`config.mk`:
```
export PLATFORM = sky130hd
export DESIGN_NAME = ro_freq_meter
export DESIGN_NICKNAME = d
export VERILOG_FILES = /design/src/rtl/ro_freq_meter.sv
export SDC_FILE = /design/constraint.sdc
export NUM_CORES = 1
export LEC_CHECK = 0
export ABC_AREA = 1
export CAP_MARGIN = 25
export CORE_MARGIN = 2
export CORE_UTILIZATION = 60
export DETAILED_ROUTE_END_ITERATION = 8
export DONT_BUFFER_PORTS = 1
export GPL_TIMING_DRIVEN = 0
export PLACE_DENSITY_LB_ADDON = 0.2
export SYNTH_ARGS = -nofsm -noshare
export SYNTH_HDL_FRONTEND = slang
export SYNTH_SLANG_ARGS = --single-unit
```
`constraint.sdc`:
```
create_clock -name clk -period 2.16 [get_ports clk]
set_input_delay 0.216 -clock clk [delete_from_list [all_inputs] [get_ports clk]]
set_output_delay 0.216 -clock clk [all_outputs]
set_load 0.02 [all_outputs]
```
`src/rtl/ro_freq_meter.sv`:
```
// Ring-oscillator frequency meter: counts synchronized rising edges of ro_in
// over a fixed window of GATE_CYCLES clk cycles, optionally re-arming forever.
module ro_freq_meter #(
  parameter int GATE_CYCLES = 1024,
  parameter int CNT_W       = 16
) (
  input  logic             clk,
  input  logic             rst,
  input  logic             ro_in,
  input  logic             start,
  input  logic             cont,
  output logic             busy,
  output logic             done,
  output logic [CNT_W-1:0] count,
  output logic             ovf
);

  localparam int WIN_W = $clog2(GATE_CYCLES);

  localparam logic [1:0] S_IDLE = 2'd0;
  localparam logic [1:0] S_ARM  = 2'd1;
  localparam logic [1:0] S_GATE = 2'd2;
  localparam logic [1:0] S_DONE = 2'd3;

  localparam logic [WIN_W-1:0] WIN_LOAD = WIN_W'(GATE_CYCLES - 1);
  localparam logic [CNT_W-1:0] CNT_MAX  = '1;

  logic             r_sync1;
  logic             r_sync2;
  logic             r_sync3;
  logic [1:0]       r_state;
  logic             r_arm_cnt;
  logic [WIN_W-1:0] r_win_cnt;
  logic [CNT_W-1:0] r_edge_cnt;
  logic             r_ovf_int;
  logic [CNT_W-1:0] r_count;
  logic             r_ovf;

  logic             w_edge;
  logic             w_sat;
  logic             w_last;
  logic [CNT_W-1:0] w_edge_next;
  logic             w_ovf_next;

  // sync2 & ~sync3 yields at most one event per clk cycle
  assign w_edge      = r_sync2 & ~r_sync3;
  assign w_sat       = (r_edge_cnt == CNT_MAX);
  assign w_last      = (r_win_cnt == '0);
  assign w_edge_next = (w_edge && !w_sat) ? r_edge_cnt + CNT_W'(1) : r_edge_cnt;
  assign w_ovf_next  = r_ovf_int | (w_edge & w_sat);

  always_ff @(posedge clk) begin
    if (rst) begin
      r_sync1 <= 1'b0;
      r_sync2 <= 1'b0;
      r_sync3 <= 1'b0;
    end else begin
      r_sync1 <= ro_in;
      r_sync2 <= r_sync1;
      r_sync3 <= r_sync2;
    end
  end

  always_ff @(posedge clk) begin
    if (rst) begin
      r_state    <= S_IDLE;
      r_arm_cnt  <= 1'b0;
      r_win_cnt  <= '0;
      r_edge_cnt <= '0;
      r_ovf_int  <= 1'b0;
      r_count    <= '0;
      r_ovf      <= 1'b0;
    end else begin
      case (r_state)
        S_IDLE: begin
          if (start) begin
            r_state   <= S_ARM;
            r_arm_cnt <= 1'b0;
          end
        end
        S_ARM: begin
          // two ARM cycles let stale synchronizer history drain before GATE
          r_edge_cnt <= '0;
          r_ovf_int  <= 1'b0;
          r_win_cnt  <= WIN_LOAD;
          r_arm_cnt  <= 1'b1;
          if (r_arm_cnt) begin
            r_state <= S_GATE;
          end
        end
        S_GATE: begin
          r_edge_cnt <= w_edge_next;
          r_ovf_int  <= w_ovf_next;
          r_win_cnt  <= r_win_cnt - WIN_W'(1);
          if (w_last) begin
            r_count <= w_edge_next;
            r_ovf   <= w_ovf_next;
            r_state <= S_DONE;
          end
        end
        S_DONE: begin
          if (cont) begin
            r_state   <= S_ARM;
            r_arm_cnt <= 1'b0;
          end else begin
            r_state <= S_IDLE;
          end
        end
        default: r_state <= S_IDLE;
      endcase
    end
  end

  assign busy  = (r_state != S_IDLE);
  assign done  = (r_state == S_DONE);
  assign count = r_count;
  assign ovf   = r_ovf;

endmodule

```
Fig. 1: power grid
The bar under the picture is 20 um long. Pins as bars on the die edge. Tap cells in gray.
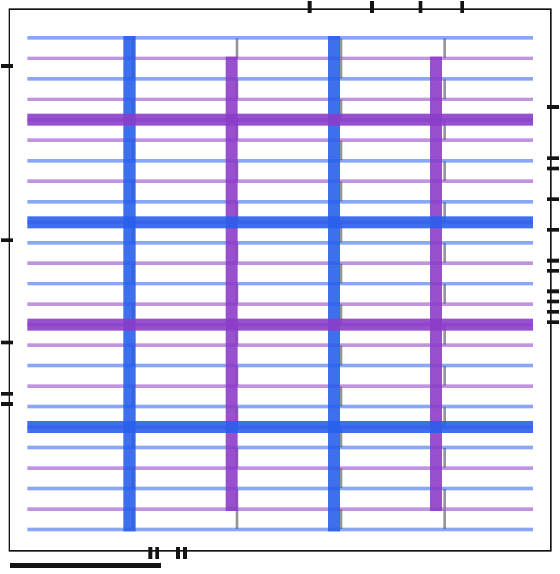
| net | color |
|---|---|
| VDD | purple |
| VSS | blue |
met5 straps: 4
signal pins: 24
met4 straps: 4
maximum VDD drop: 0.000622 V
Core Region: 0.00438 mm^2
vertical die size: 71.7 um

Fig. 2: placed cells, one color a class
The bar under the picture is 20 um long.
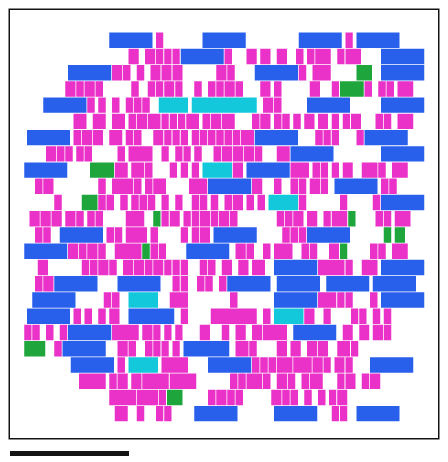
| class | color | cells | share of their area |
|---|---|---|---|
| clock drivers and dummy loads | cyan | 7 | 3.9% |
| remaining buffers and delay cells | green | 12 | 2.7% |
| sequential cells | blue | 50 | 35% |
| combinational and other logic | magenta | 354 | 58% |

Fig. 3: clock distribution
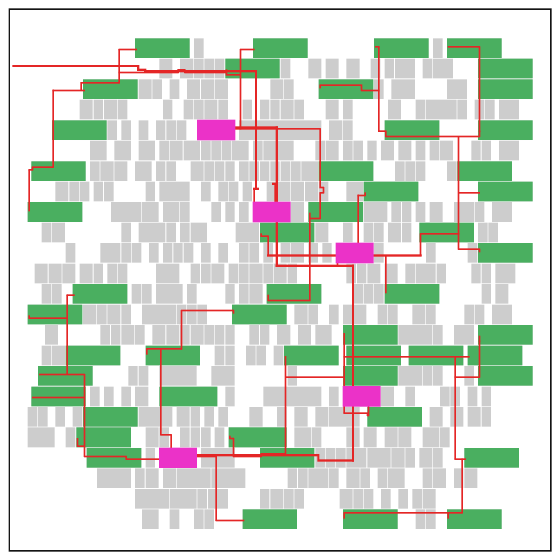
[clock drivers] magenta | count: 5
[clock wires] red | length: 599 um
[flip-flops] green | count: 50
flops lie: widely spread
Clock power frac: 0.246
power attributed to the clock group: 0.681 mW
worst clock skew on the final layout: 0.00610 ns

==> results.toml <==
# generated from flow reports
[hold_path]
hold_path_class = "in2reg"
hold-path-endpoint = "count[0]"

[pwr]
power.combinational.fraction = 0.324
fin_total_pwr_mw = 2.77
power.share.switching = 0.379
sequential_cell_power_consumption_mw = 1.19

[timing]
finalSetupViolCount = 0
layout_worst_path_cycle_share = 0.902
hold_ws_ns = 0.148
maxSlewViolCount = 0
rsz0062_at_grt = "no"

[synth]
synth-warning-count = 0
yosysSeqAreaShare = 0.364
postSynthCellCount = 415
ys_sh_aoi = 0.138
ys_ff = 50
ys_cells = 415
synth.comb.largest_family = "simple AND/OR/NAND/NOR gates"

[final_layout]
final_cell_mix = "sky130_fd_sc_hd__nand2_1 (118), sky130_fd_sc_hd__inv_1 (62), sky130_fd_sc_hd__dfxtp_1 (48)"
layout.non_clock_inverters = 68
final-nonclk-buf-share = 0.0268
ff_count = 50
seqCellArea_mm2 = 0.00100
seqAreaFraction = 0.341

[global_route]
overflow = 0
antenna_found_initial = 0
grt_use_met2 = 0.369

[setup_path]
cp_max_fo = 10
library_cell_appearing_most_often_on_the_critical_path = "sky130_fd_sc_hd__buf_4"
r2r-start = "r_state[0]"
critical_path_class = "reg2reg"
cp_slowest_cell = "sky130_fd_sc_hd__dfxtp_2"
timing.critical_path.cells = "inv_1, ha_1, buf_4, nand2_1, clkinv_1, buf_4, a221oi_1"
startpoint_of_the_worst_setup_timing_path = "r_state[0]"
cp_slowest_stage_delay_ns = 0.39
critical_path.startpoint_type = "flop"
timing.critical_path.depth = 7

[drt]
route.vias.total = 2533
drt_first_pass_iters = 5
dr_wl_met3_um = 364

[placement]
placed_cells = 467
placement.io_buffers = 0

[floorplanning]
placementRows = 24
x_dimension_of_the_die_um = 71.7

[cts]
htreeDepth = 2
tritoncts.num_buffers = 5

[status]
result_of_the_run = "finished, final reports clean"

[run]
max_cap_viol_count = 0
Fig. 4: routed metal, one color a layer
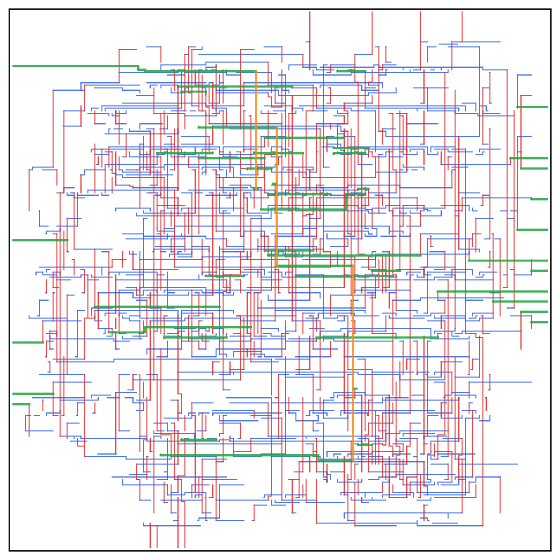
| layer | color | wire length |
|---|---|---|
| metal 1 | blue | 2910 um |
| metal 2 | red | 2600 um |
| metal 4 | orange | 59.8 um |
| metal 3 | green | 364 um |

Fig. 5: routing congestion map
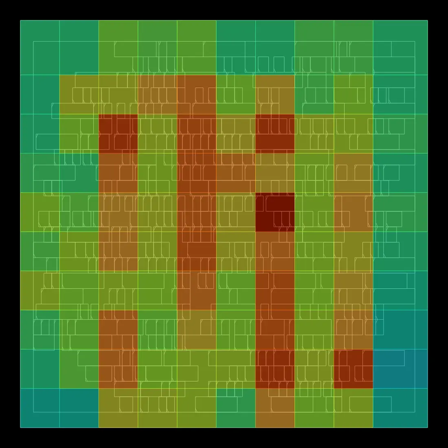
layer carrying the most global-route usage: met2
overall fraction of global-route tracks in use: 0.242
met3 Resource Use GR: 0.0534

No activity file was given, so power comes from the tool's default toggle rates.
